**PDN straps and rails**

(2 px per micron) Pins as bars on the die edge.
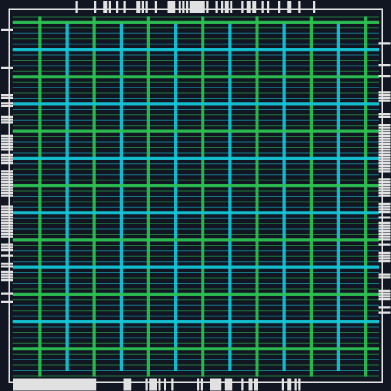
**Placed cells, one color a class**

(1.5 px per micron) Fill, decap, tap and diode cells in gray.
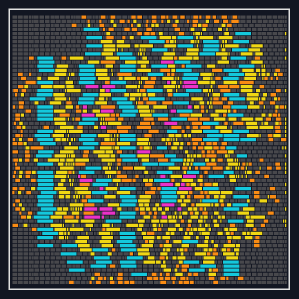
**Clock wires, drivers and flops**

(3 px per micron)
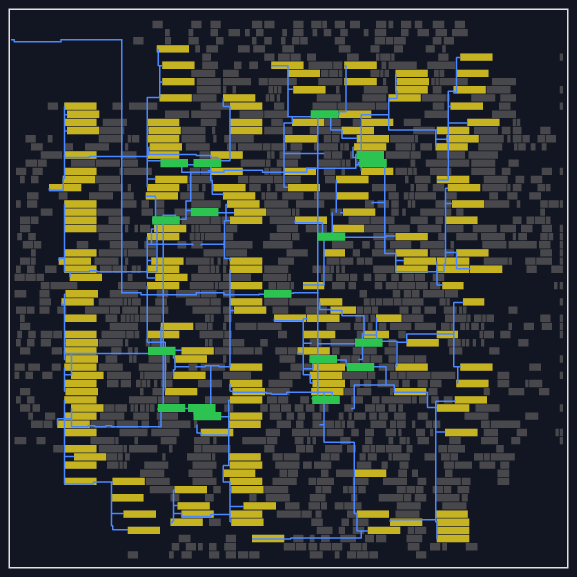
**Wiring by layer**

(2 px per micron) Only two layers are drawn.
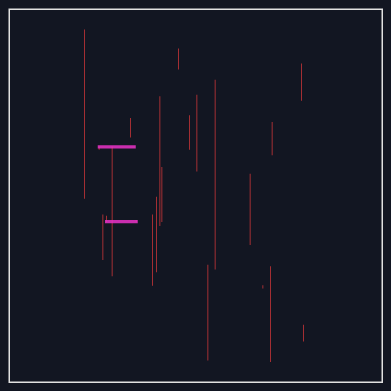
[config.mk]
export PLATFORM = sky130hd
export DESIGN_NAME = store_buffer_flat
export DESIGN_NICKNAME = d
export VERILOG_FILES = /design/src/rtl/store_buffer_if.sv /design/src/rtl/store_buffer.sv /design/src/flat_wrapper.sv
export SDC_FILE = /design/constraint.sdc
export NUM_CORES = 1
export LEC_CHECK = 0
export CAP_MARGIN = 20
export CORE_UTILIZATION = 35
export CTS_CLUSTER_DIAMETER = 100
export DETAILED_ROUTE_END_ITERATION = 7
export PLACE_DENSITY_LB_ADDON = 0.15
export SETUP_SLACK_MARGIN = 0.2
export SLEW_MARGIN = 30
export SYNTH_ARGS = -nofsm -noshare
export SYNTH_HDL_FRONTEND = slang
export SYNTH_SLANG_ARGS = --single-unit
[constraint.sdc]
create_clock -name clk_i -period 4.6 [get_ports clk_i]
set_input_delay 0.92 -clock clk_i [delete_from_list [all_inputs] [get_ports clk_i]]
set_output_delay 0.92 -clock clk_i [all_outputs]
set_load 0.005 [all_outputs]
[src/rtl/store_buffer_if.sv]
// Pipeline-side and memory-side signals of the store buffer, grouped per direction.
// master = pipeline + data memory environment, slave = the store buffer itself.
interface store_buffer_if #(
   parameter int DEPTH = 4
) ();
   logic                     st_valid;
   logic [31:0]              st_addr;
   logic [31:0]              st_data;
   logic                     st_ready;

   logic                     ld_valid;
   logic [31:0]              ld_addr;
   logic [31:0]              ld_data;
   logic                     ld_hit;

   logic                     mem_write;
   logic                     mem_read;
   logic [31:0]              mem_addr;
   logic [31:0]              mem_din;
   logic [31:0]              mem_dout;

   logic                     empty;
   logic [$clog2(DEPTH):0]   count;

   modport master (
      output st_valid, st_addr, st_data, ld_valid, ld_addr, mem_dout,
      input  st_ready, ld_data, ld_hit, mem_write, mem_read, mem_addr, mem_din,
             empty, count
   );

   modport slave (
      input  st_valid, st_addr, st_data, ld_valid, ld_addr, mem_dout,
      output st_ready, ld_data, ld_hit, mem_write, mem_read, mem_addr, mem_din,
             empty, count
   );
endinterface

[src/rtl/store_buffer.sv]
// FIFO store buffer with youngest-match load forwarding; loads are combinational (0 cycles).
// Load misses own the memory port; stores stall via st_ready while the buffer is full.
module store_buffer #(
   parameter int DEPTH = 4,
   parameter int IDX_W = 10
) (
   input  logic          clk_i,
   input  logic          reset_ni,
   store_buffer_if.slave bus
);
   localparam int PTR_W = $clog2(DEPTH);
   localparam int CNT_W = PTR_W + 1;

   logic [IDX_W-1:0] addr_q [DEPTH];
   logic [31:0]      data_q [DEPTH];
   logic [PTR_W-1:0] wr_ptr_q, wr_ptr_d;
   logic [PTR_W-1:0] rd_ptr_q, rd_ptr_d;
   logic [CNT_W-1:0] count_q,  count_d;

   logic [IDX_W-1:0] st_idx;
   logic [IDX_W-1:0] ld_idx;
   logic             full;
   logic             push;
   logic             drain;
   logic             ld_miss;
   logic             fwd_hit;
   logic [31:0]      fwd_data;
   logic [PTR_W-1:0] slot;
   logic             unused_addr_bits;

   assign st_idx = bus.st_addr[IDX_W-1:0];
   assign ld_idx = bus.ld_addr[IDX_W-1:0];
   assign unused_addr_bits = ^{bus.st_addr[31:IDX_W], bus.ld_addr[31:IDX_W]};

   // Full is taken from the registered count, so a drain this cycle does not free a slot early.
   assign full = (count_q == CNT_W'(DEPTH));
   assign push = reset_ni && bus.st_valid && !full;

   // Walk oldest to youngest so the last match written is the youngest one.
   always_comb begin
      fwd_hit  = 1'b0;
      fwd_data = '0;
      slot     = rd_ptr_q;
      for (int k = 0; k < DEPTH; k++) begin
         slot = rd_ptr_q + PTR_W'(k);
         if ((CNT_W'(k) < count_q) && (addr_q[slot] == ld_idx)) begin
            fwd_hit  = 1'b1;
            fwd_data = data_q[slot];
         end
      end
   end

   assign bus.ld_hit  = reset_ni && bus.ld_valid && fwd_hit;
   assign ld_miss     = bus.ld_valid && !bus.ld_hit;
   assign drain       = reset_ni && !ld_miss && (count_q != '0);
   assign bus.ld_data = bus.ld_hit ? fwd_data : bus.mem_dout;

   always_comb begin
      bus.mem_read  = 1'b0;
      bus.mem_write = 1'b0;
      bus.mem_addr  = '0;
      bus.mem_din   = '0;
      if (ld_miss) begin
         bus.mem_read  = 1'b1;
         bus.mem_addr  = {{(32-IDX_W){1'b0}}, ld_idx};
      end else if (drain) begin
         bus.mem_write = 1'b1;
         bus.mem_addr  = {{(32-IDX_W){1'b0}}, addr_q[rd_ptr_q]};
         bus.mem_din   = data_q[rd_ptr_q];
      end
   end

   // Status is forced to its reset view while reset is asserted, not only after the edge.
   assign bus.st_ready = !reset_ni || !full;
   assign bus.empty    = !reset_ni || (count_q == '0);
   assign bus.count    = reset_ni ? count_q : '0;

   always_comb begin
      wr_ptr_d = push  ? wr_ptr_q + 1'b1 : wr_ptr_q;
      rd_ptr_d = drain ? rd_ptr_q + 1'b1 : rd_ptr_q;
      count_d  = count_q + CNT_W'(push) - CNT_W'(drain);
   end

   always_ff @(posedge clk_i) begin
      if (!reset_ni) begin
         wr_ptr_q <= '0;
         rd_ptr_q <= '0;
         count_q  <= '0;
      end else begin
         wr_ptr_q <= wr_ptr_d;
         rd_ptr_q <= rd_ptr_d;
         count_q  <= count_d;
      end
   end

   always_ff @(posedge clk_i) begin
      if (push) begin
         addr_q[wr_ptr_q] <= st_idx;
         data_q[wr_ptr_q] <= bus.st_data;
      end
   end

   a_count_range: assert property (@(posedge clk_i) disable iff (!reset_ni)
      count_q <= CNT_W'(DEPTH));
   a_port_excl: assert property (@(posedge clk_i) disable iff (!reset_ni)
      !(bus.mem_read && bus.mem_write));
endmodule

[src/flat_wrapper.sv]
// flat-port wrapper written by rule: the top's interface ports become plain ports
module store_buffer_flat 
#(
   parameter int DEPTH = 4,
   parameter int IDX_W = 10
)
  (clk_i, reset_ni, bus_st_valid, bus_st_addr, bus_st_data, bus_ld_valid, bus_ld_addr, bus_mem_dout, bus_st_ready, bus_ld_data, bus_ld_hit, bus_mem_write, bus_mem_read, bus_mem_addr, bus_mem_din, bus_empty, bus_count);
  store_buffer_if #(.DEPTH(DEPTH)) bus_i ();
  input  logic clk_i;
  input  logic reset_ni;
  input wire logic [$bits(bus_i.st_valid)-1:0] bus_st_valid;
  input wire logic [$bits(bus_i.st_addr)-1:0] bus_st_addr;
  input wire logic [$bits(bus_i.st_data)-1:0] bus_st_data;
  input wire logic [$bits(bus_i.ld_valid)-1:0] bus_ld_valid;
  input wire logic [$bits(bus_i.ld_addr)-1:0] bus_ld_addr;
  input wire logic [$bits(bus_i.mem_dout)-1:0] bus_mem_dout;
  output wire logic [$bits(bus_i.st_ready)-1:0] bus_st_ready;
  output wire logic [$bits(bus_i.ld_data)-1:0] bus_ld_data;
  output wire logic [$bits(bus_i.ld_hit)-1:0] bus_ld_hit;
  output wire logic [$bits(bus_i.mem_write)-1:0] bus_mem_write;
  output wire logic [$bits(bus_i.mem_read)-1:0] bus_mem_read;
  output wire logic [$bits(bus_i.mem_addr)-1:0] bus_mem_addr;
  output wire logic [$bits(bus_i.mem_din)-1:0] bus_mem_din;
  output wire logic [$bits(bus_i.empty)-1:0] bus_empty;
  output wire logic [$bits(bus_i.count)-1:0] bus_count;
  assign bus_i.st_valid = bus_st_valid;
  assign bus_i.st_addr = bus_st_addr;
  assign bus_i.st_data = bus_st_data;
  assign bus_i.ld_valid = bus_ld_valid;
  assign bus_i.ld_addr = bus_ld_addr;
  assign bus_i.mem_dout = bus_mem_dout;
  assign bus_st_ready = bus_i.st_ready;
  assign bus_ld_data = bus_i.ld_data;
  assign bus_ld_hit = bus_i.ld_hit;
  assign bus_mem_write = bus_i.mem_write;
  assign bus_mem_read = bus_i.mem_read;
  assign bus_mem_addr = bus_i.mem_addr;
  assign bus_mem_din = bus_i.mem_din;
  assign bus_empty = bus_i.empty;
  assign bus_count = bus_i.count;
  store_buffer #(.DEPTH(DEPTH), .IDX_W(IDX_W)) u_core (.clk_i(clk_i), .reset_ni(reset_ni), .bus(bus_i));
endmodule
==> commit_impl_results.txt <==
Store results of the implementation flow

* # diodes: 0
- The stat command in Yosys gives a chip area of about 12000 sq um.
- Synthesized area per cell: around 13 sq um
- Required time at the endpoint of the critical path: between 3 and 4 ns
- The number of maximum-capacitance violations recorded for the run is 0.
* Violation tally from detailed-route iteration zero: about 480
- Count of different cell masters after synthesis: approximately 53
* Chain of cells forming the critical path: buf_6 > mux4_2 > xnor2_2 > nand4_1 > or4_4 > nor2_4 > buf_6 > buf_12 > buf_6 > buf_6 > buf_16 > a221oi_4 > o311ai_4 > o21a_1 > buf_2
* Cell count of the worst reg-to-reg path: 21
* Top_reg_cell synth: edfxtp_1
* Last weighted congestion value of the routability-driven placer: approximately 0.80
- The slowest stage of the critical path is the mux4_2 cell.
* Worst setup SP type: flop
- The end-of-flow timing check tallies setup violations at 0.
* Kind of end point of the critical path: primary output
* TritonCTS Buffers: 17
- Setup repair after global routing missed its margin: yes
- Slew Viols, Final: 0
- Power, Total: approximately 6.2 mW
- The cell area that synthesis handed to floorplanning was approximately 12000 sq um.
* Worst hold endpoint: u_core.wr_ptr_q[1]
* Share of flip-flops with an asynchronous set or reset: 0%
- The final timing report derives a shortest allowable period of between 4 and 5 ns.
- Pre-CTS setup slack: -0.518 ns
- The script computed the net switching share of total power as between 30% and 40%.
* Area overhead of the layout relative to synthesis: 46.7%
- Number of H-tree levels: 4
- Largest stage delay on the critical path: 0.53 ns
- TritonCTS built the clock tree.
* Worst setup path endpoint: bus_ld_data[26]
- The internal portion of the total power is roughly 4.2 mW.
- The pin closest to its max-slew limit shows a slew of approximately 0.86 ns.
- Gate power share: a little under half
* Antenna-violating nets left: 0
- Share of cells above drive strength 1: 47.8%
- Yosys Warn Count: 0
- Post-synthesis sequential area ratio: 44.2%
* Largest net degree at the start of global routing: ~130
- Critical path type: reg2out
- After the last flow step, the layout net total stands at 1300.
- The number of global-route vias before repair is between 8000 and 9000.
- Tool Warnings: slightly below 80
- The timing report gives the worst reg2reg path a setup slack of roughly 0.6 ns.
* Synth flops: approximately 180
- Startpoint of the lowest-slack hold path: u_core.wr_ptr_q[1]
- Looking at the power breakdown, sequential logic takes a little under a third of the total.
* FP Core Util: ~36%
* # port buffers: roughly 170
- In this run the clock root is driven by a clkbuf_16.
* Ranking of synthesized cells by instance count: edfxtp_1 (168), mux4_2 (118), nor2_1 (61)
* Outcome: finished clean
* CTS Sinks: between 150 and 200
- Highest fanout seen on the critical path: 6
* Number of antenna violations at the first check in global routing: 2
- In this run the worst hold path is classified as reg2reg.
* Leakage dissipation: 5.75 nW
- Worst setup startpoint: u_core.rd_ptr_q[0]
* Hold Path Cell Cnt: 2
- Post-route DRC: 0
- After synthesis, the cell types taking the most area are edfxtp_1 (43%), mux4_2 (23%), mux2i_1 (3.6%), xnor2_1 (2.6%), a221oi_1 (2.4%).
- Per the slew report, the remaining headroom to the max-slew limit stands at a little over two fifths.
- In the CTS report, the clock slew at the register clock pins of the worst setup and hold paths is listed as 0.07 ns.
- End-of-flow core utilization: 52.7%
* Reg-to-reg critical path startpoint: u_core.rd_ptr_q[0]
- Setup WS post-layout: 0.00785 ns
* Power density over the cells: approximately 360 nW/um^2
- Summed over all layers, the global routing overflow is 0.
- Via density: between 5 and 6
- The post-CTS hold buffer count recorded in the log is 0.
* Number of cells in Yosys stat: 883
* Cell type with the highest occurrence count on the critical path: buf_6
* Clk buf depth: 2
* First-pass GRT wire length: 52800 microns
- Worst R2R End: u_core.count_q[2]
* Peak clock frequency supported by timing: about 0.22 GHz
- Boundary pin count: 236
- Count leader, synth: edfxtp_1
- The synthesized instance count is about 900.
- OpenROAD reports that the post-layout worst path occupies 99.8% of the period.
- Detail Placement HPWL: between 20000 and 25000 microns
- The final timing report lists a hold violation count of 0.
- Number of synthesized flops with an enable pin: approximately 170
* Worst skew pair latency: approximately 0.43 ns
- Switching power total: 2.01 mW
* Cell taking the most area after synthesis: edfxtp_1
* First-pass detailed-route iteration total: 6
- The synthesized design devotes to its leading area cell type 42.7% of total area.
- Per the OpenROAD floorplan log, the area of the die is roughly 34000 sq um.
* Critical Path AT: approximately 3.7 ns
## Picture notes: 'PDN straps and rails'
- green: VSS
- cyan: VDD
- rows: 66
- signal pins: 236
- met4 straps: 13
die x size: 186 microns
Worst IR Drop VDD: 0.243 mV
vertical extent of the die: 186 microns

## Picture notes: 'placed cells, one color a class'
- yellow: all other logic (cells 617)
- orange: other buffers and delay cells (cells 346)
- cyan: flip-flops (cells 177)
- magenta: clock drivers and dummy loads (cells 32)
area of the core: 32900 sq um
floorplan row count: 66

## Picture notes: 'clock wires, drivers and flops'
- blue: clock wires (length 2220 microns)
- green: cells driving clock nets (count 17)
- yellow: flip-flops (count 177)
- routed clock nets: 18
total clock network power: 1.44 mW
share of total power in the clock network: 23.1%
Post-Route Skew: 0.0101 ns

## Picture notes: 'wiring by layer'
- magenta: met5 (wire length 32.2 microns)
- red: met4 (wire length 685 microns)
GRT Overall Usage: 20.8%
wirelength, routed: 35400 microns
final routed wire length divided by cell count: 21.9 microns
vias after detailed routing: 8923

-- critical path, delay by kind of cell (launching register included) --
family	cells	cell delay [ns]
AND/OR/NAND/NOR	3	0.73
XOR/XNOR	1	0.21
flip-flops	1	0.41
buffers and inverters	7	0.76
multiplexers	1	0.53
AND-OR/OR-AND	3	0.59
-- cell usage in the layout, fill, tap and decap left out, drive strengths merged, types with 3 or more instances in the layout --
| cell type | synthesis | final |
|---|---|---|
| a21oi | 20 | 20 |
| o21a | 32 | 32 |
| clkdlybuf4s50 | 0 | 83 |
| dlygate4sd2 | 0 | 8 |
| nor3 | 4 | 4 |
| nand4 | 5 | 5 |
| dlymetal6s2s | 0 | 3 |
| nor4 | 5 | 5 |
| o311ai | 31 | 31 |
| and2 | 37 | 37 |
| nor2 | 62 | 62 |
| a221oi | 32 | 32 |
| nand3 | 6 | 6 |
| mux4 | 118 | 118 |
| edfxtp | 168 | 168 |
| nor2b | 9 | 9 |
| or4 | 3 | 3 |
| mux2i | 42 | 42 |
| clkbuf | 40 | 28 |
| inv | 11 | 20 |
| conb | 1 | 22 |
| xor2 | 11 | 11 |
| xnor2 | 35 | 35 |
| o21ai | 19 | 19 |
| buf | 70 | 242 |
| mux2 | 29 | 29 |
| dfxtp | 9 | 9 |
| ha | 8 | 8 |
| nand2 | 54 | 54 |
-- metrics by stage --
| step | cells | area [sq um] | setup TNS [ns] | hold WS [ns] |
|---|---|---|---|---|
| final | 1614 | 17300 | 0 | 0.552 |
| after global routing | 1614 | 17300 | -0.946 | 0.597 |
| after CTS | 1582 | 16500 | -0.142 | 0.554 |
| after detailed placement | 1486 | 14500 | -24.64 | 0.544 |
| after global placement | 1486 | 14500 | -26.35 | 0.541 |
| after floorplan | 904 | 11900 | 0 | 0.507 |
-- what timing repair did --
action	CTS	global route
pin swaps	47	22
setup buffers	57	31
gates resized	367	200
endpoints found under the setup margin	77	76
gates cloned	7	1
-- registers in the layout, summed over array words and instances (netlist names), named ones only --
signal	flops
u_core.data_q	128
u_core.rd_ptr_q	2
u_core.count_q	3
u_core.addr_q	40
u_core.wr_ptr_q	2
-- layout make-up --
cell class,instances,area [sq um]
fill,2783,15500
multi-input combinational,606,7100
sequential,177,5240
timing repair buffer,346,3820
tap,442,553
clock buffer,19,433
clock inverter,13,140
inverter,11,41.3
-- cells by family after synthesis --
kind of cell             synth area share [%]
AND/OR/NAND/NOR                          7.67
multiplexers                             28.8
flip-flops                               44.2
AND-OR/OR-AND                            9.57
buffers and inverters                    5.24
XOR/XNOR                                 3.41
adder cells (fa/ha/maj)                  1.02
other                                  0.0317
-- power groups by stage --
| stage | logic, mW | clock network, mW | registers [mW] |
|---|---|---|---|
| after floorplan | 1.69 | 0 | 1.94 |
| after global placement | 2.36 | 0 | 2.01 |
| after detailed placement | 2.36 | 0 | 2.01 |
| after CTS | 2.62 | 1.46 | 1.97 |
| after global routing | 3.04 | 1.52 | 1.98 |
| final | 2.81 | 1.44 | 1.97 |
-- layer usage --
metal  routed length (microns)  up-vias  GRT usage (%)
li1                          -     4042              -
met1                     15200     4552           27.2
met2                     17600      276           35.3
met3                      1860       49           3.29
met4                       684        4           6.62
met5                        32        -              0
Power is estimated from default activity; no workload was simulated.
